**config.mk**
```make
export PLATFORM = sky130hd
export DESIGN_NAME = arf124b256e1r1w0cbbehcaa4acw_wr_stage
export DESIGN_NICKNAME = d
export VERILOG_FILES = /design/src/rtl/arf124b256e1r1w0cbbehcaa4acw_wr_stage.sv
export SDC_FILE = /design/constraint.sdc
export NUM_CORES = 1
export LEC_CHECK = 0
export ABC_AREA = 1
export ABC_CLOCK_PERIOD_IN_PS = 23400
export CAP_MARGIN = 0
export CORE_ASPECT_RATIO = 1.1
export CORE_MARGIN = 5
export CORE_UTILIZATION = 30
export DETAILED_ROUTE_END_ITERATION = 8
export GPL_TIMING_DRIVEN = 0
export HOLD_SLACK_MARGIN = 0.12
export SYNTH_ARGS = -nofsm -noshare
export SYNTH_HDL_FRONTEND = slang
export SYNTH_SLANG_ARGS = --single-unit
export TNS_END_PERCENT = 1
```
**constraint.sdc**
```tcl
create_clock -name clk -period 23.4 [get_ports clk]
set_clock_uncertainty 0.1 [all_clocks]
set_input_delay 2.34 -clock clk [delete_from_list [all_inputs] [get_ports clk]]
set_output_delay 2.34 -clock clk [all_outputs]
set_load 0.02 [all_outputs]
```
**src/rtl/arf124b256e1r1w0cbbehcaa4acw_wr_stage.sv**
```systemverilog
// Write-port staging for the 124b x 256-entry 1R1W latch array: 2-deep request FIFO feeding registered data/row-select.
// Optional power-up zero sweep of every row: define ARF124B256E1R1W0CBBEHCAA4ACW_WR_INIT_EN.
module arf124b256e1r1w0cbbehcaa4acw_wr_stage #(
   parameter int DWIDTH  = 124,
   parameter int ENTRIES = 256,
   parameter int AWIDTH  = 8
) (
   input  logic               clk,
   input  logic               rst,
   input  logic               wr_valid,
   output logic               wr_ready,
   input  logic [AWIDTH-1:0]  wr_adr,
   input  logic [DWIDTH-1:0]  wr_data,
   input  logic               wr_stall,
   output logic               wr_issue,
   output logic [ENTRIES-1:0] wr_row_sel,
   output logic [DWIDTH-1:0]  wr_data_q,
   output logic               wr_err_oor,
   output logic [1:0]         fifo_cnt,
   output logic               init_done
);

   localparam logic [AWIDTH:0]   ENTRIES_W = (AWIDTH+1)'(ENTRIES);
   localparam logic [AWIDTH-1:0] LAST_ROW  = AWIDTH'(ENTRIES - 1);

   logic [AWIDTH-1:0]  fifo_adr_q  [2];
   logic [DWIDTH-1:0]  fifo_data_q [2];
   logic               rd_ptr_q, rd_ptr_d;
   logic               wr_ptr_q, wr_ptr_d;
   logic [1:0]         cnt_q, cnt_d;
   logic               issue_q, issue_d;
   logic               err_q, err_d;
   logic [ENTRIES-1:0] row_sel_q, row_sel_d;
   logic [DWIDTH-1:0]  dout_q, dout_d;

   logic               push_s, pop_s, head_oor_s;
   logic [AWIDTH-1:0]  head_adr_s;
   logic [DWIDTH-1:0]  head_data_s;
   logic               init_done_s, init_run_s;
   logic [AWIDTH-1:0]  init_row_s;

   function automatic logic [ENTRIES-1:0] onehot(input logic [AWIDTH-1:0] adr);
      logic [ENTRIES-1:0] v;
      v = '0;
      for (int i = 0; i < ENTRIES; i++) begin
         v[i] = (adr == AWIDTH'(i));
      end
      return v;
   endfunction

`ifdef ARF124B256E1R1W0CBBEHCAA4ACW_WR_INIT_EN
   localparam logic [1:0] INIT_IDLE = 2'd0;
   localparam logic [1:0] INIT_RUN  = 2'd1;
   localparam logic [1:0] INIT_DONE = 2'd2;

   logic [1:0]        init_st_q, init_st_d;
   logic [AWIDTH-1:0] init_cnt_q, init_cnt_d;

   assign init_done_s = (init_st_q == INIT_DONE);
   assign init_run_s  = (init_st_q == INIT_RUN) & ~wr_stall;
   assign init_row_s  = init_cnt_q;

   // Init sweep sequencing: the row counter only advances on unstalled cycles.
   always_comb begin
      init_st_d  = init_st_q;
      init_cnt_d = init_cnt_q;
      case (init_st_q)
         INIT_IDLE: init_st_d = INIT_RUN;
         INIT_RUN: begin
            if (~wr_stall) begin
               if (init_cnt_q == LAST_ROW) begin
                  init_st_d = INIT_DONE;
               end else begin
                  init_cnt_d = init_cnt_q + AWIDTH'(1);
               end
            end else begin
               init_cnt_d = init_cnt_q;
            end
         end
         INIT_DONE: init_st_d = INIT_DONE;
         default:   init_st_d = INIT_IDLE;
      endcase
   end

   // Init state registers; reset restarts the sweep from row 0.
   always_ff @(posedge clk) begin
      if (rst) begin
         init_st_q  <= INIT_IDLE;
         init_cnt_q <= '0;
      end else begin
         init_st_q  <= init_st_d;
         init_cnt_q <= init_cnt_d;
      end
   end
`else
   assign init_done_s = 1'b1;
   assign init_run_s  = 1'b0;
   assign init_row_s  = '0;
`endif

   assign head_adr_s  = fifo_adr_q[rd_ptr_q];
   assign head_data_s = fifo_data_q[rd_ptr_q];
   assign head_oor_s  = ({1'b0, head_adr_s} >= ENTRIES_W);
   assign pop_s       = (cnt_q != 2'd0) & ~wr_stall & ~rst;
   // A pop in the same cycle frees a slot, so a full FIFO can still accept.
   assign wr_ready    = ((cnt_q != 2'd2) | pop_s) & init_done_s & ~rst;
   assign push_s      = wr_valid & wr_ready;

   // FIFO bookkeeping and next-cycle issue registers.
   always_comb begin
      rd_ptr_d  = rd_ptr_q ^ pop_s;
      wr_ptr_d  = wr_ptr_q ^ push_s;
      case ({push_s, pop_s})
         2'b10:   cnt_d = cnt_q + 2'd1;
         2'b01:   cnt_d = cnt_q - 2'd1;
         default: cnt_d = cnt_q;
      endcase
      issue_d   = 1'b0;
      err_d     = 1'b0;
      row_sel_d = '0;
      dout_d    = dout_q;
      if (pop_s) begin
         if (head_oor_s) begin
            err_d = 1'b1;
         end else begin
            issue_d   = 1'b1;
            row_sel_d = onehot(head_adr_s);
            dout_d    = head_data_s;
         end
      end else if (init_run_s) begin
         issue_d   = 1'b1;
         row_sel_d = onehot(init_row_s);
         dout_d    = '0;
      end else begin
         issue_d = 1'b0;
      end
   end

   // State registers; FIFO storage needs no reset since occupancy gates its use.
   always_ff @(posedge clk) begin
      if (rst) begin
         rd_ptr_q  <= 1'b0;
         wr_ptr_q  <= 1'b0;
         cnt_q     <= 2'd0;
         issue_q   <= 1'b0;
         err_q     <= 1'b0;
         row_sel_q <= '0;
         dout_q    <= '0;
      end else begin
         rd_ptr_q  <= rd_ptr_d;
         wr_ptr_q  <= wr_ptr_d;
         cnt_q     <= cnt_d;
         issue_q   <= issue_d;
         err_q     <= err_d;
         row_sel_q <= row_sel_d;
         dout_q    <= dout_d;
         if (push_s) begin
            fifo_adr_q[wr_ptr_q]  <= wr_adr;
            fifo_data_q[wr_ptr_q] <= wr_data;
         end
      end
   end

   assign wr_issue   = issue_q;
   assign wr_row_sel = row_sel_q;
   assign wr_data_q  = dout_q;
   assign wr_err_oor = err_q;
   assign fifo_cnt   = cnt_q;
   assign init_done  = init_done_s;

endmodule

```
Run 1, signal wires on met2:
Scale bar: 100 um. Cells faint in the background.
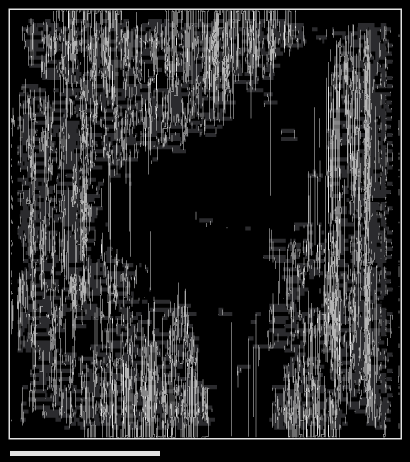
wire length on this layer: 31.3 mm
share of all routed wire: 50%
longest straight run: 111 um
main direction: vertical
Via Count: 14,800
routed wire length: 62,250 um
met2 Usage GRT: 0.2847

Run 1, met1 routing:
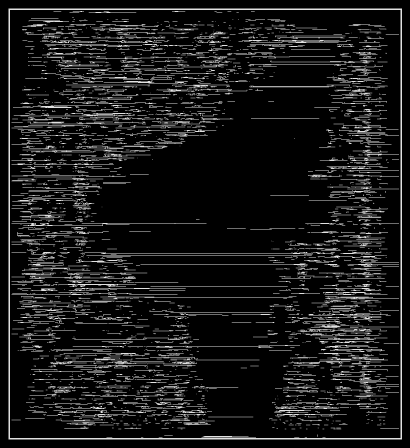
nets with wire on the layer: 2,386
longest straight run: 147 um
GR Util met1: 0.1729

==> results.toml, run 1 <==
# generated from flow reports
[clock_tree]
postCtsSetupRepairBufs = 0
cts_tree = "built"
h-tree-depth = 3
clockRootBuffer = "clkbuf_16"
cts_buffers = 68

[worst_setup_path]
crit_fanout = 10
crit_required_ns = 20.96
cp-end-kind = "output port"

[timing]
worst_pin_slew_ns = 0.9001
slew_violations = 0
period_needed_ns = 7.300
finalCritPeriodShare = 0.3120
slew_headroom = 0.3999
setup-violations-final = 0

[power_and_ir_drop]
p_per_area_nw_per_um2 = 84.81
swShare = 0.2284
power_frac_seq = 0.484
power.share.clock = 0.447

[floorplan]
die-area_um2 = 74730
die_w_um = 261.1
initCoreUtil = 0.3021
die_h_um = 286.2

[logic_synthesis]
ys_sh_mux = 0
synth.most_common_cell = "nor2_1"
syn-cell-area_um2 = 20810
ys.flops = 649
ys_seq_frac = 0.7515
ff_type = "dfxtp_1"
yosys_cells = 1889

[routing]
antenna_left = 0
drc_errors = 0
dr.first_iter.drc_count = 824
drt_pass1_iterations = 5

[cells_and_area]
area_delta_synth_final_pct = 42.77
drive_gt1_frac = 0.09173

[placed_design]
gp_congestion = 0.8654

[run_status]
outcome = "complete, no violations"

[grt]
grt_pass1_wl_um = 90660
grt_pass1_vias = 14770
Run 1, M3 wires:
Scale bar: 100 um.
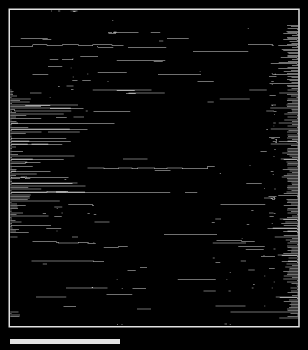
wire length on this layer: 5,710 um
longest straight run: 144 um
nets with wire on the layer: 362
share of all routed wire: 9.2%
main direction: horizontal
met3 Track Usage GR: 0.05112

## run 1: placed cells by master (no fill, tap or decap), types with 3 or more instances in the layout
cell,count
buf_1,16
buf_12,4
buf_2,46
buf_4,4
bufinv_16,7
clkbuf_1,53
clkbuf_16,70
clkbuf_8,9
clkdlybuf4s50_1,519
clkinv_2,12
dfxtp_1,385
diode_2,8
edfxtp_1,264
inv_1,15
inv_2,4
inv_6,6
nand2_1,408
nand2_2,37
nand3_1,3
nand3_2,4
nor2_1,511
nor2_4,15
o21ai_0,119
o21ai_1,8
## run 1: logic make-up (layout without fill, tap and decap cells)
kind of cell | Yosys count | count (layout)
simple gates | 981 | 981
compound gates | 130 | 130
fa+ha+maj | 1 | 1
buf+inv | 126 | 777
flops | 649 | 649
other cells | 2 | 10
## run 1: final timing paths
check / start / to / cells past startpoint
worst min register to register: wr_data_q[73]$_SDFFE_PP0P_ / wr_data_q[73]$_SDFFE_PP0P_ / 2
worst max-delay path: rst / wr_ready / 7
worst min-delay path: wr_data_q[73]$_SDFFE_PP0P_ / wr_data_q[73]$_SDFFE_PP0P_ / 2
worst max register to register: fifo_cnt[1]$_SDFFE_PP0P_ / fifo_cnt[1]$_SDFFE_PP0P_ / 9
## run 1: routing by layer
metal,vias to the layer above,part of all wire,global-route usage
li1,7252,-,-
met1,6872,0.37,0.1729
met2,542,0.50,0.2847
met3,124,0.092,0.05112
met4,6,0.033,0.06084
met5,-,0.00066,0
## run 1: sequential cells by signal, indices dropped and copies added, names as in the netlist
| signal | flops |
|---|---|
| wr_row_sel | 256 |
| fifo_data_q | 248 |
| wr_data_q | 124 |
| fifo_adr_q | 16 |
| fifo_cnt | 2 |
| rd_ptr_q | 1 |
| wr_issue | 1 |
| wr_ptr_q | 1 |
## run 1: critical path, stage by stage
cell	delay, ns
clkdlybuf4s50_1	0.49
inv_1	0.17
clkbuf_1	0.44
clkbuf_1	0.54
nand2_1	0.13
inv_1	0.10
clkdlybuf4s50_1	0.65
## run 1: cell type report
type,instances,area (um2)
Antenna cell,8,20.02
Clock inverter,33,449.2
Sequential cell,649,15640
Buffer,106,478.0
Fill cell,6333,39170
Multi-Input combinational cell,1114,4626
Tap cell,927,1160
Timing Repair Buffer,525,5330
Inverter,20,80.08
Clock buffer,93,1928
## run 1: power groups by stage
stage,sequential (mW),combinational (mW),clock [mW]
finish,1.22,0.173,1.13
global placement,1.25,0.168,0
detailed placement,1.24,0.175,0
CTS,1.22,0.175,1.15
floorplan,1.26,0.0701,0
global route,1.22,0.189,1.20
## run 1: per-stage QoR
| stage | hold WS, ns | power, mW | instances | area (um2) | worst slack [ns] |
|---|---|---|---|---|---|
| global placement | 0.3634 | 1.417 | 3335 | 27160 | 9.421 |
| finish | 0.3817 | 2.519 | 3475 | 29710 | 16.10 |
| CTS | 0.3866 | 2.548 | 3467 | 29690 | 16.08 |
| detailed placement | 0.3726 | 1.419 | 3341 | 27310 | 16.10 |
| floorplan | 0.4021 | 1.331 | 1889 | 20810 | 14.34 |
| global route | 0.3977 | 2.611 | 3470 | 29690 | 16.00 |
Run 1, signal wires on met4:
Cells faint in the background.
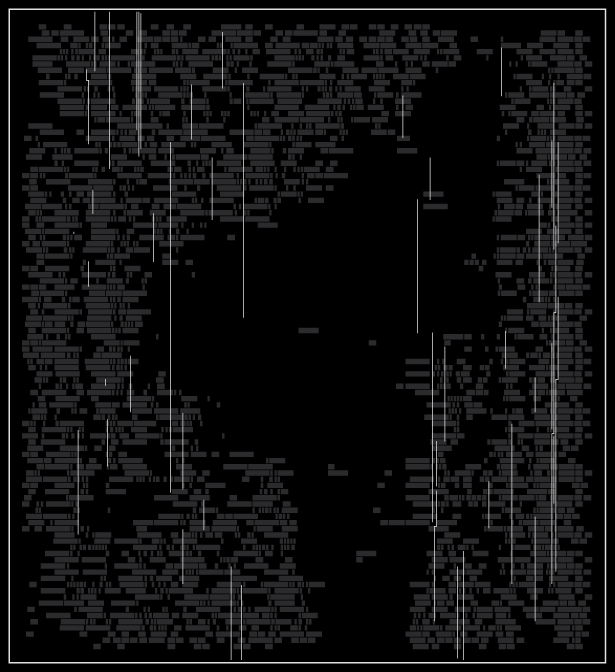

==> run 2, diff against run 1 <==
ABC_CLOCK_PERIOD_IN_PS = 6550   (was 23400)
clock period = 6.55 ns   (was 23.4 ns; I/O delays follow)
Run 2, signal wires on met4:
Cells faint in the background.
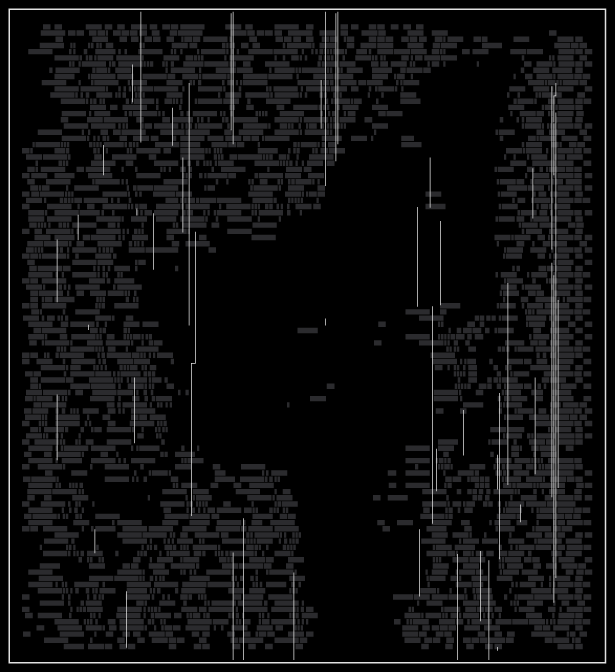
main direction: vertical
share of all routed wire: 3.7%
longest straight run: 204 um
wire length on this layer: 2,280 um
nets with wire on the layer: 33
Via Count: 14,630
routed wire length: 61,600 um

Run 2, met1 routing:
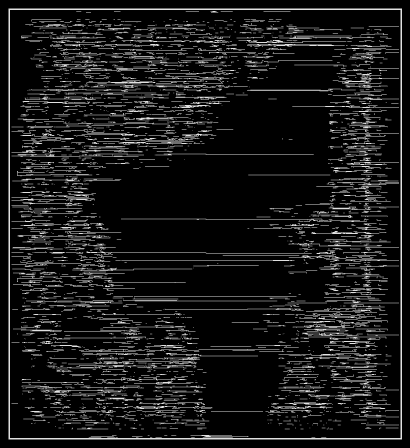
wire length on this layer: 22.9 mm
longest straight run: 112 um
main direction: horizontal
GR Util met1: 0.1692

==> results.toml, run 2 <==
# generated from flow reports
[run_status]
outcome = "complete, no violations"

[placed_design]
dp_cells = 3341
place_area_um2 = 27310
post-place-ws_ns = 2.565

[worst_setup_path]
r2r_cells = 9
crit_required_ns = 5.79
reg2reg_to = "fifo_cnt[1]$_SDFFE_PP0P_"
r2r_start = "fifo_cnt[1]$_SDFFE_PP0P_"

[cells_and_area]
area_delta_synth_final_pct = 42.47
design_area_um2 = 29640
final_cell_mix = "clkdlybuf4s50_1, nor2_1, nand2_1, dfxtp_1, edfxtp_1"
final_common_cell = "clkdlybuf4s50_1"
largest_register_ffs = 256
drive_gt1_frac = 0.08905

[timing]
setup-violations-final = 0
slew_headroom = 0.3649
hold_slack_ns = 0.3801
finalCritPeriodShare = 0.5647
worst_pin_slew_ns = 0.9527

[routing]
drt_pass1_iterations = 6

[floorplan]
die-area_um2 = 74730
die_h_um = 286.2

[clock_tree]
h-tree-depth = 3
cts_tree = "built"
postCtsSetupRepairBufs = 0

[logic_synthesis]
ys.flops = 649

[grt]
grt_pass1_wl_um = 90550
run 2: cell counts after synthesis:
No cell type changed its count.
run 2: final cells by class:
cell class | instances | area [um2]
sequential | 649 | 15640
buffer | 106 | 478.0
clock inverter | 30 | 370.4
antenna | 9 | 22.52
timing repair buffer | 525 | 5330
fill | 6385 | 39230
multi-input combinational | 1114 | 4626
inverter | 20 | 80.08
tap | 927 | 1160
clock buffer | 94 | 1942
run 2: cells by family (layout without fill, tap and decap cells):
kind of cell	count (synthesis)	count (layout)	share of synthesized area
AND-OR/OR-AND	130	130	0.03145
flip-flops	649	649	0.7515
buffers and inverters	126	775	0.02658
other	2	11	0.0003610
AND/OR/NAND/NOR	981	981	0.1895
adder cells (fa/ha/maj)	1	1	0.0006013
run 2: report_power, final:
part	internal, mW	switching, mW
combinational	0.246	0.367
clock	2.31	1.62
sequential	4.32	0.0418
run 2: layer usage:
metal | track usage | wire length, um | up-vias
met5 | 0 | 41 | -
met4 | 0.06544 | 2282 | 6
met2 | 0.2827 | 30630 | 519
met1 | 0.1692 | 22870 | 6729
met3 | 0.05552 | 5780 | 126
li1 | - | - | 7250
run 2: how the worst min path moves through the flow:
stage                                     from                          to
floorplan                  wr_ptr_q$_SDFF_PP0_         wr_ptr_q$_SDFF_PP0_
global placement     wr_data_q[2]$_SDFFE_PP0P_   wr_data_q[2]$_SDFFE_PP0P_
detailed placement  wr_data_q[14]$_SDFFE_PP0P_  wr_data_q[14]$_SDFFE_PP0P_
CTS                 wr_data_q[50]$_SDFFE_PP0P_  wr_data_q[50]$_SDFFE_PP0P_
global route        wr_data_q[71]$_SDFFE_PP0P_  wr_data_q[71]$_SDFFE_PP0P_
finish              wr_data_q[92]$_SDFFE_PP0P_  wr_data_q[92]$_SDFFE_PP0P_
run 2: critical path: stages:
cell	delay (ns)
clkdlybuf4s50_1	0.45
inv_1	0.14
clkbuf_1	0.39
clkbuf_1	0.49
nand2_1	0.10
inv_1	0.07
clkdlybuf4s50_1	0.64
Run 2, routing congestion map:
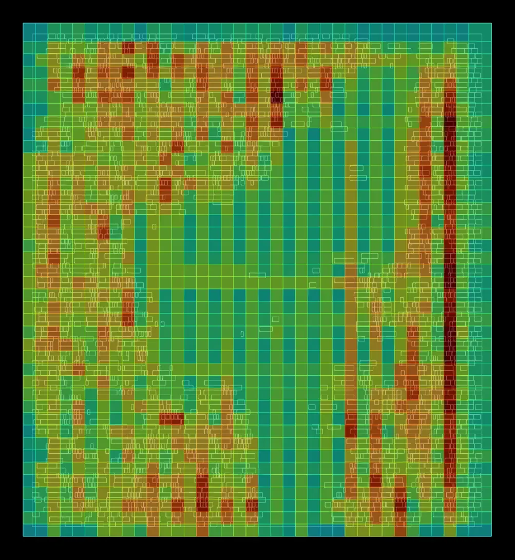

==> run 3, diff against run 2 <==
ABC_CLOCK_PERIOD_IN_PS = 3400   (was 6550)
clock period = 3.4 ns   (was 6.55 ns; I/O delays follow)
Run 3, routing congestion map:
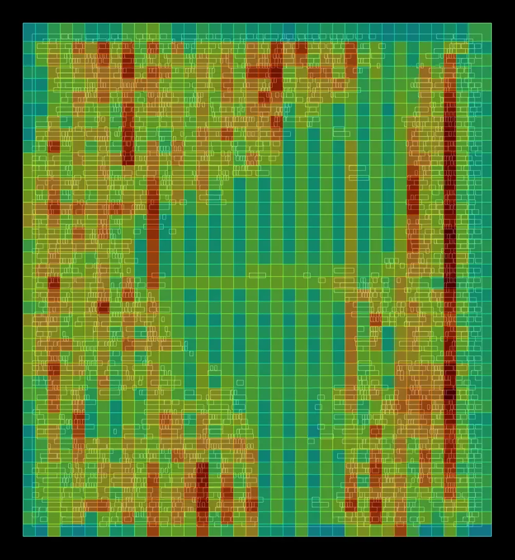
routed len/inst: 18.19 um
GR Util met1: 0.1750
met3 Track Usage GR: 0.05543
Total GRT Usage: 0.1611

==> results.toml, run 3 <==
# generated from flow reports
[run_status]
outcome = "complete, no violations"

[worst_setup_path]
reg2reg_to = "fifo_cnt[1]$_SDFFE_PP0P_"
r2r_cells = 9
crit_chain = "clkdlybuf4s50_1, inv_1, clkbuf_1, nand3_1, nor2_4, buf_12, buf_16, buf_16"
cp_common_cell = "buf_16"
path_buffers = 6
crit_slowest_cell = "clkbuf_1"

[cells_and_area]
largest_register_ffs = 256
area_delta_synth_final_pct = 42.40
drive_gt1_frac = 0.08948
design_area_um2 = 29630
final_common_cell = "clkdlybuf4s50_1"

[placed_design]
dp_cells = 3341
place_area_um2 = 27320

[timing]
slew_headroom = 0.3800
setup-violations-final = 0
finalCritPeriodShare = 0.9329
worst_pin_slew_ns = 0.9300

[logic_synthesis]
ys_sh_mux = 0
ys_sh_xor = 0
synthAdderAreaFrac = 0.0006014
yosys.area_share.aoi = 0.03145
synthTopLogicFamily = "simple AND/OR/NAND/NOR gates"
simple_gate_share = 0.1895

[clock_tree]
cts_tree = "built"

[power_and_ir_drop]
swShare = 0.2299
p_comb_frac = 0.070

[floorplan]
die-area_um2 = 74730

[routing]
drt_pass1_iterations = 5

[grt]
grt_pass1_wl_um = 91900
Run 3, M3 wires:
Scale bar: 100 um.
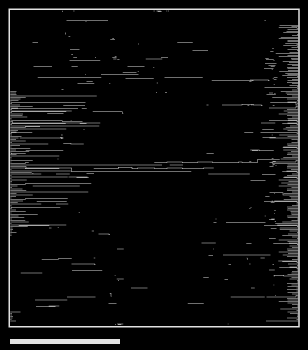
nets with wire on the layer: 373
wire length on this layer: 5,880 um
longest straight run: 137 um
main direction: horizontal
Via Count: 14,850
routed wire length: 63,170 um

## run 3: power groups by stage
stage                     clock network (mW)  registers (mW)  logic [mW]
final                                   7.56            8.40        1.19
after global routing                    8.04            8.41        1.31
after CTS                               7.74            8.40        1.21
after detailed placement                   0            8.57        1.21
after global placement                     0            8.57        1.16
after floorplan                            0            8.67       0.484
## run 3: cell families (layout without fill, tap and decap cells)
logic type	after synthesis	in the layout
compound gates	130	130
fa+ha+maj	1	1
simple gates	981	981
flops	649	649
buf+inv	126	774
other cells	2	10
## run 3: per-layer routing
metal / vias up / share of wire
li1: 7251 / -
met1: 6894 / 0.37
met2: 556 / 0.50
met3: 143 / 0.093
met4: 10 / 0.041
met5: - / 0.0010
## run 3: metrics by stage
step	util	hold WS (ns)
2_1_floorplan	-	0.3115
3_3_place_gp	0.3945	0.3663
3_5_place_dp	0.3966	0.3710
4_1_cts	0.4299	0.1559
5_1_grt	0.4300	0.1817
6_report	0.4302	0.2103
## run 3: area by class of cell
class                   instances  area (um2)
clock inverters                31       407.9
fillers                      6442       39250
inverters                      20       80.08
repair buffers                525        5338
clock buffers                  92        1883
flip-flops and latches        649       15640
diodes                          8       20.02
multi-input cells            1114        4626
well taps                     927        1160
plain buffers                 106       478.0
## run 3: worst max path at each step
stage	endpoint	startpoint	cells past startpoint
floorplan	fifo_adr_q[1][0]$_DFFE_PP_	fifo_cnt[0]$_SDFFE_PP0P_	4
finish	fifo_data_q[0][4]$_DFFE_PP_	rst	8
detailed placement	fifo_data_q[0][111]$_DFFE_PP_	rst	8
global placement	fifo_data_q[1][83]$_DFFE_PP_	rst	5
CTS	fifo_data_q[0][4]$_DFFE_PP_	rst	8
global route	fifo_data_q[0][4]$_DFFE_PP_	rst	8
No activity file was given, so power comes from the tool's default toggle rates.
